**src/rtl/aidc_lite_cfg_pkg.sv**
```systemverilog
// Shared types and register map for the AIDC-Lite multi-channel descriptor front end.
package aidc_lite_cfg_pkg;

   // One queued descriptor; len keeps only the 128-byte-unit bits of the byte length.
   typedef struct packed {
      logic [31:0] src;
      logic [31:0] dst;
      logic [31:7] len;
   } desc_t;

   // Per-channel register offsets (word index, paddr[7:2]).
   localparam logic [5:0] OFF_SRC      = 6'd0;
   localparam logic [5:0] OFF_DST      = 6'd1;
   localparam logic [5:0] OFF_LEN      = 6'd2;
   localparam logic [5:0] OFF_CMD      = 6'd3;
   localparam logic [5:0] OFF_STATUS   = 6'd4;
   localparam logic [5:0] OFF_DONE_CNT = 6'd5;

   // Global register offsets (paddr[11] = 1).
   localparam logic [5:0] GOFF_IRQ_STAT = 6'd0;
   localparam logic [5:0] GOFF_IRQ_MASK = 6'd1;

   // STATUS bit positions; occupancy lives in [7:0].
   localparam int ST_FULL  = 8;
   localparam int ST_EMPTY = 9;
   localparam int ST_BUSY  = 10;
   localparam int ST_OVF   = 11;

endpackage

```
**src/rtl/aidc_lite_comp_cfg_mq_if.sv**
```systemverilog
// APB bus bundle used between the host bridge and the descriptor front end.
interface APB_INTF;
   logic        psel;
   logic        penable;
   logic        pwrite;
   logic [11:0] paddr;
   logic [31:0] pwdata;
   logic [31:0] prdata;
   logic        pready;
   logic        pslverr;

   modport master (
      output psel, penable, pwrite, paddr, pwdata,
      input  prdata, pready, pslverr
   );

   modport slave (
      input  psel, penable, pwrite, paddr, pwdata,
      output prdata, pready, pslverr
   );
endinterface

```
**src/rtl/aidc_lite_desc_fifo.sv**
```systemverilog
// Per-channel descriptor queue: registered pointers, head entry drives the read port directly.
module aidc_lite_desc_fifo
   import aidc_lite_cfg_pkg::*;
#(
   parameter int DEPTH = 4
) (
   input  logic                   clk,
   input  logic                   rst_n,
   input  logic                   push_i,
   input  logic                   pop_i,
   input  desc_t                  wdata_i,
   output desc_t                  rdata_o,
   output logic                   full_o,
   output logic                   empty_o,
   output logic [$clog2(DEPTH):0] occ_o
);

   localparam int AW = $clog2(DEPTH);

   desc_t         mem_q [DEPTH];
   desc_t         mem_d [DEPTH];
   logic [AW-1:0] wr_ptr_q, wr_ptr_d;
   logic [AW-1:0] rd_ptr_q, rd_ptr_d;
   logic [AW:0]   occ_q, occ_d;
   logic          push_ok, pop_ok;

   assign full_o  = (occ_q == (AW+1)'(DEPTH));
   assign empty_o = (occ_q == '0);
   assign occ_o   = occ_q;
   assign rdata_o = mem_q[rd_ptr_q];

   // A push into a full queue or a pop from an empty one is ignored here as a safety net.
   assign push_ok = push_i & ~full_o;
   assign pop_ok  = pop_i & ~empty_o;

   // Next-state for storage, pointers (natural power-of-2 wrap) and occupancy.
   always_comb begin
      mem_d    = mem_q;
      wr_ptr_d = wr_ptr_q;
      rd_ptr_d = rd_ptr_q;
      occ_d    = occ_q;
      if (push_ok) begin
         mem_d[wr_ptr_q] = wdata_i;
         wr_ptr_d        = wr_ptr_q + 1'b1;
      end
      if (pop_ok) begin
         rd_ptr_d = rd_ptr_q + 1'b1;
      end
      case ({push_ok, pop_ok})
         2'b10:   occ_d = occ_q + 1'b1;
         2'b01:   occ_d = occ_q - 1'b1;
         default: occ_d = occ_q;
      endcase
   end

   // State registers; reset clears contents so the head outputs read zero.
   always_ff @(posedge clk) begin
      if (!rst_n) begin
         for (int i = 0; i < DEPTH; i++) begin
            mem_q[i] <= '0;
         end
         wr_ptr_q <= '0;
         rd_ptr_q <= '0;
         occ_q    <= '0;
      end else begin
         mem_q    <= mem_d;
         wr_ptr_q <= wr_ptr_d;
         rd_ptr_q <= rd_ptr_d;
         occ_q    <= occ_d;
      end
   end

endmodule

```
**src/rtl/aidc_lite_comp_cfg_mq.sv**
```systemverilog
// AIDC-Lite APB descriptor front end: per-channel shadow registers, descriptor queues,
// busy/completion tracking. Optional interrupt logic is built when AIDC_LITE_CFG_IRQ_EN
// is defined; otherwise the IRQ registers read 0 and irq_o is tied low.
module aidc_lite_comp_cfg_mq
   import aidc_lite_cfg_pkg::*;
#(
   parameter int NUM_CH = 2,
   parameter int QDEPTH = 4,
   parameter int CNT_W  = 8
) (
   input  logic                    clk,
   input  logic                    rst_n,
   APB_INTF.slave                  apb_if,
   output logic [NUM_CH-1:0][31:0] src_addr_o,
   output logic [NUM_CH-1:0][31:0] dst_addr_o,
   output logic [NUM_CH-1:0][24:0] len_o,
   output logic [NUM_CH-1:0]       desc_vld_o,
   input  logic [NUM_CH-1:0]       desc_rdy_i,
   input  logic [NUM_CH-1:0]       done_i,
   output logic                    irq_o
);

   localparam int OCC_W = $clog2(QDEPTH) + 1;

   logic        wr_en, rd_setup, glb;
   logic [2:0]  ch_sel;
   logic [5:0]  off;
   logic [31:0] rd_data;
   logic [31:0] prdata_q, prdata_d;
   logic        unused_paddr;

   logic [NUM_CH-1:0][31:0] src_w, dst_w, status_w, cnt_w;
   logic [NUM_CH-1:0][24:0] len_w;
   logic [NUM_CH-1:0]       drop_w;

   assign wr_en        = apb_if.psel & apb_if.penable & apb_if.pwrite;
   assign rd_setup     = apb_if.psel & ~apb_if.penable & ~apb_if.pwrite;
   assign glb          = apb_if.paddr[11];
   assign ch_sel       = apb_if.paddr[10:8];
   assign off          = apb_if.paddr[7:2];
   assign unused_paddr = ^apb_if.paddr[1:0];

   assign apb_if.pready  = 1'b1;
   assign apb_if.pslverr = |drop_w;
   assign apb_if.prdata  = prdata_q;

   for (genvar c = 0; c < NUM_CH; c++) begin : g_ch
      logic [31:0]      src_q, src_d;
      logic [31:0]      dst_q, dst_d;
      logic [24:0]      len_q, len_d;
      logic             busy_q, busy_d;
      logic             ovf_q, ovf_d;
      logic [CNT_W-1:0] cnt_q, cnt_d;
      logic             wr_ch, push_req, push, drop, pop, cnt_clr;
      logic             full, empty;
      logic [OCC_W-1:0] occ;
      desc_t            wdesc, head;

      assign wr_ch    = wr_en & ~glb & (ch_sel == 3'(c));
      assign push_req = wr_ch & (off == OFF_CMD) & apb_if.pwdata[0];
      // Full is the registered flag, so a same-cycle pop cannot make room for this push.
      assign push     = push_req & ~full;
      assign drop     = push_req & full;
      assign pop      = ~empty & desc_rdy_i[c];
      assign cnt_clr  = wr_ch & (off == OFF_DONE_CNT);
      assign wdesc    = '{src: src_q, dst: dst_q, len: len_q};

      aidc_lite_desc_fifo #(
         .DEPTH (QDEPTH)
      ) u_fifo (
         .clk     (clk),
         .rst_n   (rst_n),
         .push_i  (push),
         .pop_i   (pop),
         .wdata_i (wdesc),
         .rdata_o (head),
         .full_o  (full),
         .empty_o (empty),
         .occ_o   (occ)
      );

      // Shadow register writes, busy tracking, overflow sticky and saturating done counter.
      always_comb begin
         src_d  = src_q;
         dst_d  = dst_q;
         len_d  = len_q;
         busy_d = busy_q;
         ovf_d  = ovf_q;
         cnt_d  = cnt_q;
         if (wr_ch) begin
            case (off)
               OFF_SRC: src_d = apb_if.pwdata;
               OFF_DST: dst_d = apb_if.pwdata;
               OFF_LEN: len_d = apb_if.pwdata[31:7];
               default: ;
            endcase
         end
         // A pop wins over a same-cycle completion: the new job is now running.
         if (pop) begin
            busy_d = 1'b1;
         end else if (done_i[c]) begin
            busy_d = 1'b0;
         end
         if (drop) begin
            ovf_d = 1'b1;
         end
         if (cnt_clr) begin
            ovf_d = 1'b0;
            cnt_d = done_i[c] ? CNT_W'(1) : '0;
         end else if (done_i[c] && (cnt_q != {CNT_W{1'b1}})) begin
            cnt_d = cnt_q + 1'b1;
         end
      end

      // Per-channel registers.
      always_ff @(posedge clk) begin
         if (!rst_n) begin
            src_q  <= '0;
            dst_q  <= '0;
            len_q  <= '0;
            busy_q <= 1'b0;
            ovf_q  <= 1'b0;
            cnt_q  <= '0;
         end else begin
            src_q  <= src_d;
            dst_q  <= dst_d;
            len_q  <= len_d;
            busy_q <= busy_d;
            ovf_q  <= ovf_d;
            cnt_q  <= cnt_d;
         end
      end

      // STATUS word assembly.
      always_comb begin
         status_w[c]           = '0;
         status_w[c][7:0]      = 8'(occ);
         status_w[c][ST_FULL]  = full;
         status_w[c][ST_EMPTY] = empty;
         status_w[c][ST_BUSY]  = busy_q;
         status_w[c][ST_OVF]   = ovf_q;
      end

      assign src_w[c]      = src_q;
      assign dst_w[c]      = dst_q;
      assign len_w[c]      = len_q;
      assign cnt_w[c]      = 32'(cnt_q);
      assign drop_w[c]     = drop;
      assign src_addr_o[c] = head.src;
      assign dst_addr_o[c] = head.dst;
      assign len_o[c]      = head.len;
      assign desc_vld_o[c] = ~empty;
   end

`ifdef AIDC_LITE_CFG_IRQ_EN
   logic [NUM_CH-1:0] irq_stat_q, irq_stat_d;
   logic [NUM_CH-1:0] irq_mask_q, irq_mask_d;
   logic              irq_q, irq_d;

   // IRQ status W1C with completion set taking priority; irq follows status one cycle later.
   always_comb begin
      irq_stat_d = irq_stat_q;
      irq_mask_d = irq_mask_q;
      if (wr_en && glb && (off == GOFF_IRQ_STAT)) begin
         irq_stat_d = irq_stat_q & ~apb_if.pwdata[NUM_CH-1:0];
      end
      if (wr_en && glb && (off == GOFF_IRQ_MASK)) begin
         irq_mask_d = apb_if.pwdata[NUM_CH-1:0];
      end
      irq_stat_d = irq_stat_d | done_i;
      irq_d      = |(irq_stat_q & irq_mask_q);
   end

   // Interrupt registers.
   always_ff @(posedge clk) begin
      if (!rst_n) begin
         irq_stat_q <= '0;
         irq_mask_q <= '0;
         irq_q      <= 1'b0;
      end else begin
         irq_stat_q <= irq_stat_d;
         irq_mask_q <= irq_mask_d;
         irq_q      <= irq_d;
      end
   end

   assign irq_o = irq_q;
`else
   assign irq_o = 1'b0;
`endif

   // Read mux; anything not decoded returns zero.
   always_comb begin
      rd_data = '0;
      if (glb) begin
`ifdef AIDC_LITE_CFG_IRQ_EN
         case (off)
            GOFF_IRQ_STAT: rd_data = 32'(irq_stat_q);
            GOFF_IRQ_MASK: rd_data = 32'(irq_mask_q);
            default:       rd_data = '0;
         endcase
`endif
      end else begin
         for (int c = 0; c < NUM_CH; c++) begin
            if (ch_sel == 3'(c)) begin
               case (off)
                  OFF_SRC:      rd_data = src_w[c];
                  OFF_DST:      rd_data = dst_w[c];
                  OFF_LEN:      rd_data = {len_w[c], 7'b0};
                  OFF_STATUS:   rd_data = status_w[c];
                  OFF_DONE_CNT: rd_data = cnt_w[c];
                  default:      rd_data = '0;
               endcase
            end
         end
      end
   end

   // Read data is captured in the setup phase and held through the access phase.
   always_comb begin
      prdata_d = rd_setup ? rd_data : prdata_q;
   end

   // Read data register.
   always_ff @(posedge clk) begin
      if (!rst_n) begin
         prdata_q <= '0;
      end else begin
         prdata_q <= prdata_d;
      end
   end

endmodule
```
**src/flat_wrapper.sv**
```systemverilog
// flat-port wrapper written by rule: the top's interface ports become plain ports
module aidc_lite_comp_cfg_mq_flat import aidc_lite_cfg_pkg::*;
#(
   parameter int NUM_CH = 2,
   parameter int QDEPTH = 4,
   parameter int CNT_W  = 8
)
  (clk, rst_n, src_addr_o, dst_addr_o, len_o, desc_vld_o, desc_rdy_i, done_i, irq_o, apb_if_psel, apb_if_penable, apb_if_pwrite, apb_if_paddr, apb_if_pwdata, apb_if_prdata, apb_if_pready, apb_if_pslverr);
  APB_INTF apb_if_i ();
  input  logic clk;
  input  logic rst_n;
  output logic [NUM_CH-1:0][31:0] src_addr_o;
  output logic [NUM_CH-1:0][31:0] dst_addr_o;
  output logic [NUM_CH-1:0][24:0] len_o;
  output logic [NUM_CH-1:0] desc_vld_o;
  input  logic [NUM_CH-1:0] desc_rdy_i;
  input  logic [NUM_CH-1:0] done_i;
  output logic irq_o;
  input wire logic [$bits(apb_if_i.psel)-1:0] apb_if_psel;
  input wire logic [$bits(apb_if_i.penable)-1:0] apb_if_penable;
  input wire logic [$bits(apb_if_i.pwrite)-1:0] apb_if_pwrite;
  input wire logic [$bits(apb_if_i.paddr)-1:0] apb_if_paddr;
  input wire logic [$bits(apb_if_i.pwdata)-1:0] apb_if_pwdata;
  output wire logic [$bits(apb_if_i.prdata)-1:0] apb_if_prdata;
  output wire logic [$bits(apb_if_i.pready)-1:0] apb_if_pready;
  output wire logic [$bits(apb_if_i.pslverr)-1:0] apb_if_pslverr;
  assign apb_if_i.psel = apb_if_psel;
  assign apb_if_i.penable = apb_if_penable;
  assign apb_if_i.pwrite = apb_if_pwrite;
  assign apb_if_i.paddr = apb_if_paddr;
  assign apb_if_i.pwdata = apb_if_pwdata;
  assign apb_if_prdata = apb_if_i.prdata;
  assign apb_if_pready = apb_if_i.pready;
  assign apb_if_pslverr = apb_if_i.pslverr;
  aidc_lite_comp_cfg_mq #(.NUM_CH(NUM_CH), .QDEPTH(QDEPTH), .CNT_W(CNT_W)) u_core (.clk(clk), .rst_n(rst_n), .apb_if(apb_if_i), .src_addr_o(src_addr_o), .dst_addr_o(dst_addr_o), .len_o(len_o), .desc_vld_o(desc_vld_o), .desc_rdy_i(desc_rdy_i), .done_i(done_i), .irq_o(irq_o));
endmodule
```
**config.mk**
```make
export PLATFORM = sky130hd
export DESIGN_NAME = aidc_lite_comp_cfg_mq_flat
export DESIGN_NICKNAME = d
export VERILOG_FILES = /design/src/rtl/aidc_lite_cfg_pkg.sv /design/src/rtl/aidc_lite_comp_cfg_mq_if.sv /design/src/rtl/aidc_lite_desc_fifo.sv /design/src/rtl/aidc_lite_comp_cfg_mq.sv /design/src/flat_wrapper.sv
export SDC_FILE = /design/constraint.sdc
export NUM_CORES = 2
export LEC_CHECK = 0
export ABC_AREA = 1
export CAP_MARGIN = 20
export CORE_MARGIN = 3
export CORE_UTILIZATION = 28
export DETAILED_ROUTE_END_ITERATION = 7
export DONT_BUFFER_PORTS = 1
export GPL_ROUTABILITY_DRIVEN = 0
export GPL_TIMING_DRIVEN = 0
export PLACE_DENSITY = 0.44
export SETUP_SLACK_MARGIN = 0.4
export SYNTH_ARGS = -nofsm -noshare
export SYNTH_HDL_FRONTEND = slang
export SYNTH_SLANG_ARGS = --single-unit
```
**constraint.sdc**
```tcl
create_clock -name clk -period 2.8 [get_ports clk]
set_input_delay 0.56 -clock clk [delete_from_list [all_inputs] [get_ports clk]]
set_output_delay 0.56 -clock clk [all_outputs]
set_load 0.01 [all_outputs]
```
Figure 1. The metal 1 layer.
Bar = 100 µm. Supply wires on this layer in gray.
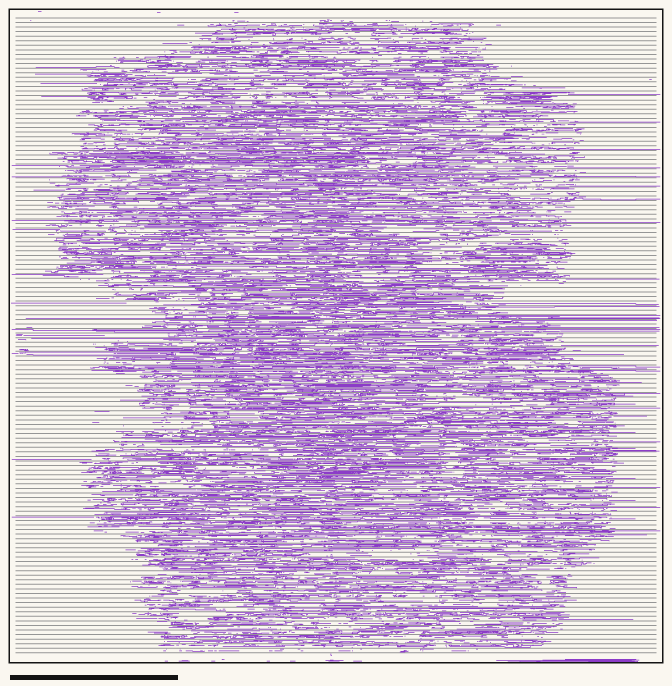
wire length on this layer = 87.5 mm
longest straight run = 139 µm
main direction = horizontal
share of all routed wire = 45%
nets with wire on the layer = 5771
Routed Wire Length: 194000 µm
detailed-route via count: 40600
met1 demand-to-capacity share in global routing: 0.344

Figure 2. M2 wires.
Cells faint in the background.
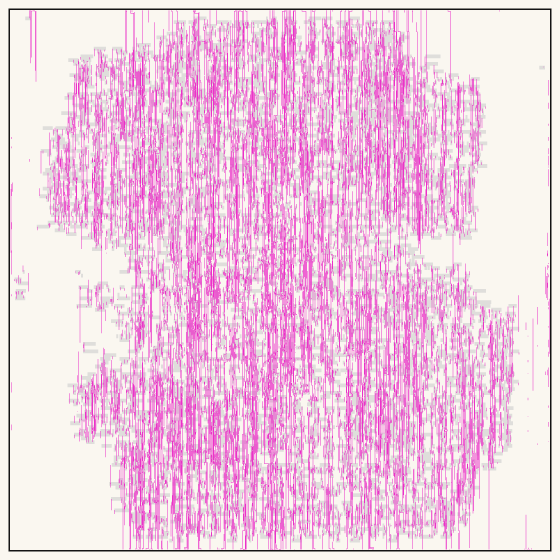
main direction = vertical
share of all routed wire = 43%

Figure 3. Met3 routing.
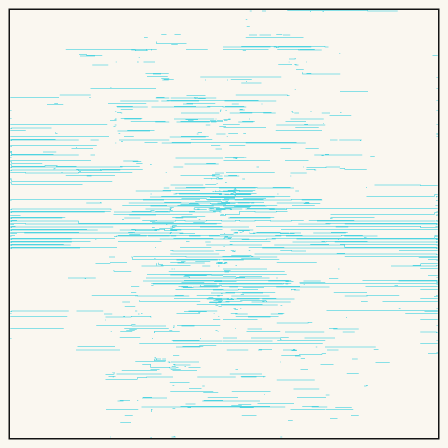
main direction = horizontal
nets with wire on the layer = 536
wire length on this layer = 18900 µm
longest straight run = 174 µm
M3 GR Usage: 0.0681

Figure 4. The metal 4 layer.
Bar = 100 µm. Supply wires on this layer in gray.
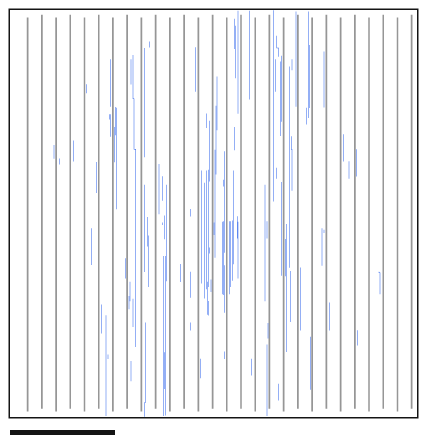
main direction = vertical
nets with wire on the layer = 70

==> notes.md <==
Final critical-path setup slack: -0.00227 ns. The vertical die dimension is 388 µm, and the core utilization before placement is 0.283. The non-clock buffer share of cell area came out at 0.0821. The post-synthesis register bit count was 956. The final reports fail on setup timing. Summing all multi-input logic gate instances after layout gives 0.0209 mm².

With the first-pass GRT wire length at 274000 µm, the power after layout is 0.0293 W. For this run, the top clock speed supported by timing is 357 MHz. The run gives 0.0279 ns for the worst-case clock skew. The xor-xnor portion of the synthesized cell area was 0.000642; the power in sequential cells was 0.0136 W. 268 I/O pins were placed. In this run the number of H-tree levels came out at 3.

Setup repair after global routing could not meet its margin everywhere. In this run, post-CTS repair resized a total of 890 instances. The run gives 16 as the largest net degree at the start of global routing. Input and output buffers added on the ports amount to 0. The proportion of cell area occupied by registers was 0.357; the HPWL after detailed placement was 141000 µm. Combinational power for this build is 0.00101 W. The group with the largest share of power is the clock network. The run gives 0 as the total grt overflow. TritonCTS built the clock tree.

For this design, the CTS-stage hold fixing added 37 buffers. Per the OpenROAD power report, switching power amounts to 0.00700 W. Per the cell usage report, the commonest logic cell in the layout is dfxtp_1. The run gives 0.501 as the fraction of power consumed by the clock network. The run gives 1 as the count of final setup violators. The time the worst path needs with I/O delays and setup was 2.80 ns; the final max-slew violation count was 0. The dominant cell type by count on the critical path is clkbuf_16. The worst setup path is launched from a flop. The die is 388 µm wide. The count of final hold-check violations is 0, and the number of cells in the yosys synthesis report is 5723. The remaining antenna violation count after routing is 0.

The wire length per cell after detailed routing works out to 24.5 µm. In the final layout, the fill cell count is 15200. The flow ran to the end, but the final reports show violations.

For the worst-skew pair, the clock arrives at the later sink with an insertion delay of 0.74 ns. The clock tree root buffer cell was clkbuf_16. The net count of the mapped netlist came out at 5790. The number of non-clock buffers in the layout is 552.

There are 956 flip-flops and latches. The maximum vdd drop is 0.461 mV. The first routing iteration left 3754 violations.

The layout cell share with drive strength beyond 1 works out to 0.179. The endpoint kind of the worst setup timing path was an output pin. The distinct cell type count after synthesis was 34; the via count normalized by instance count was 5.11. Yosys shows that the main logic family after synthesis is AND-OR/OR-AND gates. Looking at the max-slew report, the worst-margin pin has a slew of 1.19 ns. Max fanout on the critical path was recorded as 7. Synthesized area per cell: 7.15 µm².

Note that the worst hold path type here is input port to flop. The tool warning count was 36; the detailed-routing iteration count for the pre-antenna-repair pass was 6.
[sequential cells by signal, summed over array words and instances, names as in the netlist]
register / count
u_core.g_ch.u_fifo.mem_q: 712
u_core.g_ch.u_fifo.wr_ptr_q: 4
u_core.g_ch.src_q: 64
u_core.apb_if.prdata: 32
u_core.g_ch.busy_q: 2
u_core.g_ch.u_fifo.rd_ptr_q: 4
u_core.g_ch.u_fifo.occ_o: 6
u_core.g_ch.ovf_q: 2
u_core.g_ch.dst_q: 64
u_core.g_ch.cnt_q: 16
u_core.g_ch.len_q: 50
[worst paths after layout]
check | start | end | slack [ns] | depth (start not counted)
max | u_core.g_ch[0].u_fifo.rd_ptr_q[0]$_SDFFE_PN0P_ | src_addr_o[14] | -0.002 | 8
min | apb_if_pwdata[0] | u_core.g_ch[0].dst_q[0]$_SDFFE_PN0P_ | 0.03 | 2
max reg2reg | u_core.g_ch[0].u_fifo.wr_ptr_q[0]$_SDFFE_PN0P_ | u_core.g_ch[0].u_fifo.mem_q[170]$_SDFFE_PN0P_ | 0.36 | 7
min reg2reg | u_core.g_ch[0].u_fifo.mem_q[174]$_SDFFE_PN0P_ | u_core.g_ch[0].u_fifo.mem_q[174]$_SDFFE_PN0P_ | 0.44 | 2
[cells in the mapped netlist]
cell type / n / share of area
nor3_1: 5 / 0.00061
nor3_4: 1 / 0.00040
conb_1: 2 / 0.00018
o21ai_0: 1056 / 0.13
inv_2: 5 / 0.00046
o21ai_1: 51 / 0.0062
nand3b_1: 1 / 0.00018
nand4_4: 7 / 0.0036
nand2_1: 443 / 0.041
xnor2_1: 1 / 0.00021
buf_2: 118 / 0.014
xor2_1: 2 / 0.00043
fa_1: 2 / 0.00098
nor2_8: 1 / 0.00049
nand4_2: 2 / 0.00061
nor2_1: 409 / 0.038
buf_1: 11 / 0.0010
nor3_2: 1 / 0.00024
ha_1: 12 / 0.0037
clkinv_1: 5 / 0.00046
nor2_4: 4 / 0.0011
clkbuf_2: 3 / 0.00037
dfxtp_1: 956 / 0.47
nor2_2: 2 / 0.00031
nand4_1: 48 / 0.0073
buf_6: 1 / 0.00028
o211ai_1: 1 / 0.00018
buf_4: 2 / 0.00037
nand2_2: 1 / 0.00015
a21oi_1: 1349 / 0.17
inv_1: 799 / 0.073
clkbuf_1: 315 / 0.029
o21a_1: 1 / 0.00018
nand3_1: 106 / 0.013
[per-layer routing]
layer / track usage / routed length [µm] / vias to the layer above
met3: 0.0681 / 18900 / 257
met2: 0.366 / 82600 / 1389
met5: 0 / 63 / -
li1: - / - / 19400
met1: 0.344 / 87500 / 19600
met4: 0.0744 / 5370 / 10
[per-stage QoR]
| stage | setup slack, ns | cells | hold slack [ns] | setup TNS [ns] |
|---|---|---|---|---|
| after floorplan | 0.487 | 5723 | 0.424 | 0 |
| after global placement | -1.70 | 7626 | 0.431 | -401.78 |
| after detailed placement | -1.28 | 7631 | 0.436 | -275.36 |
| after CTS | -0.0390 | 7904 | 0.00176 | -0.674 |
| after global routing | -0.0260 | 7934 | 0.0394 | -0.162 |
| final | -0.00227 | 7953 | 0.0348 | -0.00227 |
No activity file was given, so power comes from the tool's default toggle rates.
